### src/rtl/fwd_operand_stage_pkg.sv
// Shared constants for the EX-stage operand unit: forwarding select
// encodings and the hard-wired zero register.
package fwd_operand_stage_pkg;

   // Operand source selects, shared by both operands and visible on the ports.
   localparam logic [1:0] FWD_IDEX  = 2'b00;
   localparam logic [1:0] FWD_MEMWB = 2'b01;
   localparam logic [1:0] FWD_EXMEM = 2'b10;
   localparam logic [1:0] FWD_RSVD  = 2'b11;

   // Register 0 reads as zero: never forwarded, never a hazard source.
   localparam int REG_ZERO = 0;

endpackage

### src/rtl/fwd_operand_stage_fwd_select.sv
// Per-operand forwarding: destination comparators, EX/MEM-over-MEM/WB
// priority encoder and the three-way operand mux.
module fwd_select
   import fwd_operand_stage_pkg::*;
#(
   parameter int DATA_W = 32,
   parameter int REG_AW = 5,
   parameter bit FWD_EN = 1'b1
) (
   input  logic [REG_AW-1:0] src_i,
   input  logic [DATA_W-1:0] idex_data_i,
   input  logic              exmem_regwrite_i,
   input  logic [REG_AW-1:0] exmem_rd_i,
   input  logic [DATA_W-1:0] exmem_data_i,
   input  logic              memwb_regwrite_i,
   input  logic [REG_AW-1:0] memwb_rd_i,
   input  logic [DATA_W-1:0] memwb_data_i,
   output logic [1:0]        sel_o,
   output logic [DATA_W-1:0] op_o
);

   localparam logic [REG_AW-1:0] RZ = REG_AW'(REG_ZERO);

   logic exmem_hit;
   logic memwb_hit;

   assign exmem_hit = exmem_regwrite_i && (exmem_rd_i == src_i) && (src_i != RZ);
   assign memwb_hit = memwb_regwrite_i && (memwb_rd_i == src_i) && (src_i != RZ);

   // Youngest producer wins; with forwarding disabled the ID/EX copy is always used.
   always_comb begin
      sel_o = FWD_IDEX;
      if (FWD_EN) begin
         if (exmem_hit) begin
            sel_o = FWD_EXMEM;
         end else if (memwb_hit) begin
            sel_o = FWD_MEMWB;
         end
      end
   end

   // Operand mux; the reserved code falls back to the ID/EX copy.
   always_comb begin
      case (sel_o)
         FWD_EXMEM: op_o = exmem_data_i;
         FWD_MEMWB: op_o = memwb_data_i;
         default:   op_o = idex_data_i;
      endcase
   end

endmodule

### src/rtl/fwd_operand_stage.sv
// EX-stage operand unit: operand half of the ID/EX register, per-operand
// forwarding, load-use / RAW hazard stall with bubble insertion and a
// saturating stall-cycle counter.
module fwd_operand_stage
   import fwd_operand_stage_pkg::*;
#(
   parameter int DATA_W = 32,
   parameter int REG_AW = 5,
   parameter bit FWD_EN = 1'b1,
   parameter int CNT_W  = 16
) (
   input  logic              clk,
   input  logic              rst,
   input  logic              id_valid,
   input  logic [REG_AW-1:0] id_rs,
   input  logic [REG_AW-1:0] id_rt,
   input  logic [DATA_W-1:0] id_rs_data,
   input  logic [DATA_W-1:0] id_rt_data,
   input  logic [REG_AW-1:0] id_rd,
   input  logic              id_regwrite,
   input  logic              id_memread,
   input  logic              flush,
   input  logic              exmem_regwrite,
   input  logic [REG_AW-1:0] exmem_rd,
   input  logic [DATA_W-1:0] exmem_data,
   input  logic              memwb_regwrite,
   input  logic [REG_AW-1:0] memwb_rd,
   input  logic [DATA_W-1:0] memwb_data,
   output logic              stall,
   output logic              ex_valid,
   output logic              ex_regwrite,
   output logic              ex_memread,
   output logic [REG_AW-1:0] ex_rd,
   output logic [DATA_W-1:0] ex_op_a,
   output logic [DATA_W-1:0] ex_op_b,
   output logic [1:0]        fwd_sel_a,
   output logic [1:0]        fwd_sel_b,
   output logic [CNT_W-1:0]  stall_cnt
);

   localparam logic [REG_AW-1:0] RZ = REG_AW'(REG_ZERO);

   logic              ex_valid_q,     ex_valid_d;
   logic              ex_regwrite_q,  ex_regwrite_d;
   logic              ex_memread_q,   ex_memread_d;
   logic [REG_AW-1:0] ex_rd_q,        ex_rd_d;
   logic [REG_AW-1:0] ex_rs_q,        ex_rs_d;
   logic [REG_AW-1:0] ex_rt_q,        ex_rt_d;
   logic [DATA_W-1:0] ex_rs_data_q,   ex_rs_data_d;
   logic [DATA_W-1:0] ex_rt_data_q,   ex_rt_data_d;
   logic [CNT_W-1:0]  stall_cnt_q,    stall_cnt_d;

   logic hazard;
   logic idex_uses;
   logic exmem_uses;
   logic memwb_uses;

   // Does an ID source read the register a given in-flight stage will write?
   assign idex_uses  = ex_valid_q && ex_regwrite_q && (ex_rd_q != RZ) &&
                       ((ex_rd_q == id_rs) || (ex_rd_q == id_rt));
   assign exmem_uses = exmem_regwrite && (exmem_rd != RZ) &&
                       ((exmem_rd == id_rs) || (exmem_rd == id_rt));
   assign memwb_uses = memwb_regwrite && (memwb_rd != RZ) &&
                       ((memwb_rd == id_rs) || (memwb_rd == id_rt));

   // Forwarding only leaves the load-use case; without it, every in-flight
   // writer (including MEM/WB, since the register file does not bypass) blocks.
   always_comb begin
      hazard = 1'b0;
      if (FWD_EN) begin
         hazard = ex_valid_q && ex_memread_q && (ex_rd_q != RZ) &&
                  ((ex_rd_q == id_rs) || (ex_rd_q == id_rt));
      end else begin
         hazard = idex_uses || exmem_uses || memwb_uses;
      end
   end

   // A squashed or empty ID slot never stalls; reset forces the stall low too.
   assign stall = !rst && id_valid && !flush && hazard;

   // ID/EX next state: flush or stall loads a bubble, otherwise capture ID.
   always_comb begin
      ex_valid_d    = 1'b0;
      ex_regwrite_d = 1'b0;
      ex_memread_d  = 1'b0;
      ex_rd_d       = '0;
      ex_rs_d       = '0;
      ex_rt_d       = '0;
      ex_rs_data_d  = '0;
      ex_rt_data_d  = '0;
      if (!flush && !stall) begin
         ex_valid_d    = id_valid;
         ex_regwrite_d = id_regwrite;
         ex_memread_d  = id_memread;
         ex_rd_d       = id_rd;
         ex_rs_d       = id_rs;
         ex_rt_d       = id_rt;
         ex_rs_data_d  = id_rs_data;
         ex_rt_data_d  = id_rt_data;
      end
   end

   // Stall-cycle counter holds at all-ones rather than wrapping.
   always_comb begin
      stall_cnt_d = stall_cnt_q;
      if (stall && (stall_cnt_q != {CNT_W{1'b1}})) begin
         stall_cnt_d = stall_cnt_q + CNT_W'(1);
      end
   end

   // ID/EX operand register and stall counter.
   always_ff @(posedge clk or posedge rst) begin
      if (rst) begin
         ex_valid_q    <= 1'b0;
         ex_regwrite_q <= 1'b0;
         ex_memread_q  <= 1'b0;
         ex_rd_q       <= '0;
         ex_rs_q       <= '0;
         ex_rt_q       <= '0;
         ex_rs_data_q  <= '0;
         ex_rt_data_q  <= '0;
         stall_cnt_q   <= '0;
      end else begin
         ex_valid_q    <= ex_valid_d;
         ex_regwrite_q <= ex_regwrite_d;
         ex_memread_q  <= ex_memread_d;
         ex_rd_q       <= ex_rd_d;
         ex_rs_q       <= ex_rs_d;
         ex_rt_q       <= ex_rt_d;
         ex_rs_data_q  <= ex_rs_data_d;
         ex_rt_data_q  <= ex_rt_data_d;
         stall_cnt_q   <= stall_cnt_d;
      end
   end

   fwd_select #(
      .DATA_W (DATA_W),
      .REG_AW (REG_AW),
      .FWD_EN (FWD_EN)
   ) u_fwd_a (
      .src_i            (ex_rs_q),
      .idex_data_i      (ex_rs_data_q),
      .exmem_regwrite_i (exmem_regwrite),
      .exmem_rd_i       (exmem_rd),
      .exmem_data_i     (exmem_data),
      .memwb_regwrite_i (memwb_regwrite),
      .memwb_rd_i       (memwb_rd),
      .memwb_data_i     (memwb_data),
      .sel_o            (fwd_sel_a),
      .op_o             (ex_op_a)
   );

   fwd_select #(
      .DATA_W (DATA_W),
      .REG_AW (REG_AW),
      .FWD_EN (FWD_EN)
   ) u_fwd_b (
      .src_i            (ex_rt_q),
      .idex_data_i      (ex_rt_data_q),
      .exmem_regwrite_i (exmem_regwrite),
      .exmem_rd_i       (exmem_rd),
      .exmem_data_i     (exmem_data),
      .memwb_regwrite_i (memwb_regwrite),
      .memwb_rd_i       (memwb_rd),
      .memwb_data_i     (memwb_data),
      .sel_o            (fwd_sel_b),
      .op_o             (ex_op_b)
   );

   assign ex_valid    = ex_valid_q;
   assign ex_regwrite = ex_regwrite_q;
   assign ex_memread  = ex_memread_q;
   assign ex_rd       = ex_rd_q;
   assign stall_cnt   = stall_cnt_q;

endmodule

### config.mk
export PLATFORM = sky130hd
export DESIGN_NAME = fwd_operand_stage
export DESIGN_NICKNAME = d
export VERILOG_FILES = /design/src/rtl/fwd_operand_stage_pkg.sv /design/src/rtl/fwd_operand_stage_fwd_select.sv /design/src/rtl/fwd_operand_stage.sv
export SDC_FILE = /design/constraint.sdc
export NUM_CORES = 1
export LEC_CHECK = 0
export ABC_AREA = 1
export CORE_MARGIN = 3
export CORE_UTILIZATION = 30
export CTS_CLUSTER_DIAMETER = 50
export DETAILED_ROUTE_END_ITERATION = 12
export PLACE_DENSITY = 0.65
export SLEW_MARGIN = 15
export SYNTH_ARGS = -nofsm -noshare
export SYNTH_HDL_FRONTEND = slang
export SYNTH_SLANG_ARGS = --single-unit
export TNS_END_PERCENT = 1
### constraint.sdc
create_clock -name clk -period 7.8 [get_ports clk]
set_input_delay 1.56 -clock clk [delete_from_list [all_inputs] [get_ports clk]]
set_output_delay 1.56 -clock clk [all_outputs]
set_load 0.03 [all_outputs]
Figure 1. Routed metal, one colour a layer.
Scale bar: 50 um. Two of the layers only.
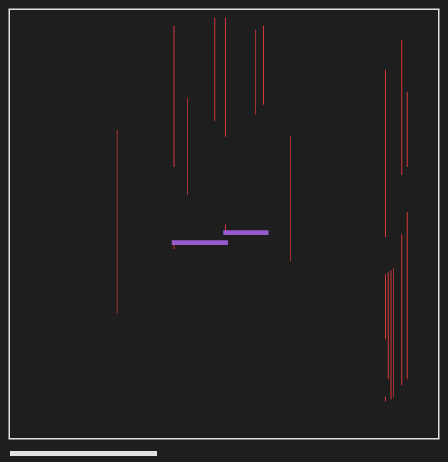
Key: red = M4 [wire length 700 um]; purple = M5 [wire length 31.3 um]
Global Route Usage Sum: 0.1974
Total Wirelength: 21200 um
wire per inst: 16.24 um
vias: 6222

Figure 2. Routing congestion.
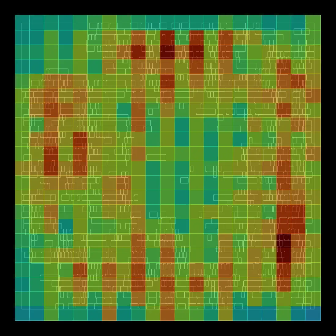
GRT met3 Usage: 0.06090
GRT Max-Usage Layer: met2
Finished Core Util: 0.4638
grt met2 use: 0.3134
GR Util met1: 0.2528

==> out/qor.csv <==
metric,value,unit
Comb gates,555,
vias in the first global route,6060,
Final clock-cell share,0.03812,
fillers,1957,
DR pass1 iterations,5,
Synth area leader,dfrtp_1,
WP buf/inv,3,
r2r setup slk,5730,ps
cell count listed in synth_stat.txt,815,
Synth Instances,815,
Comb. pwr,0.000301,W
Post-synth area hogs,"dfrtp_1, nand3_1, nand2_1, nor2_1, inv_1",
tap cells,260,
die height,145.2,um
Post-synth top cells,"nand3_1, nand2_1, nor2_1",
combinational share of power,0.224,
status,"finished, final reports clean",
Synth cell types,30,
Hold WC Path Type,register to register,
Layout Nets,1202,
worst-margin pin slew,925.2,ps
Power and IR drop assume default switching activity.
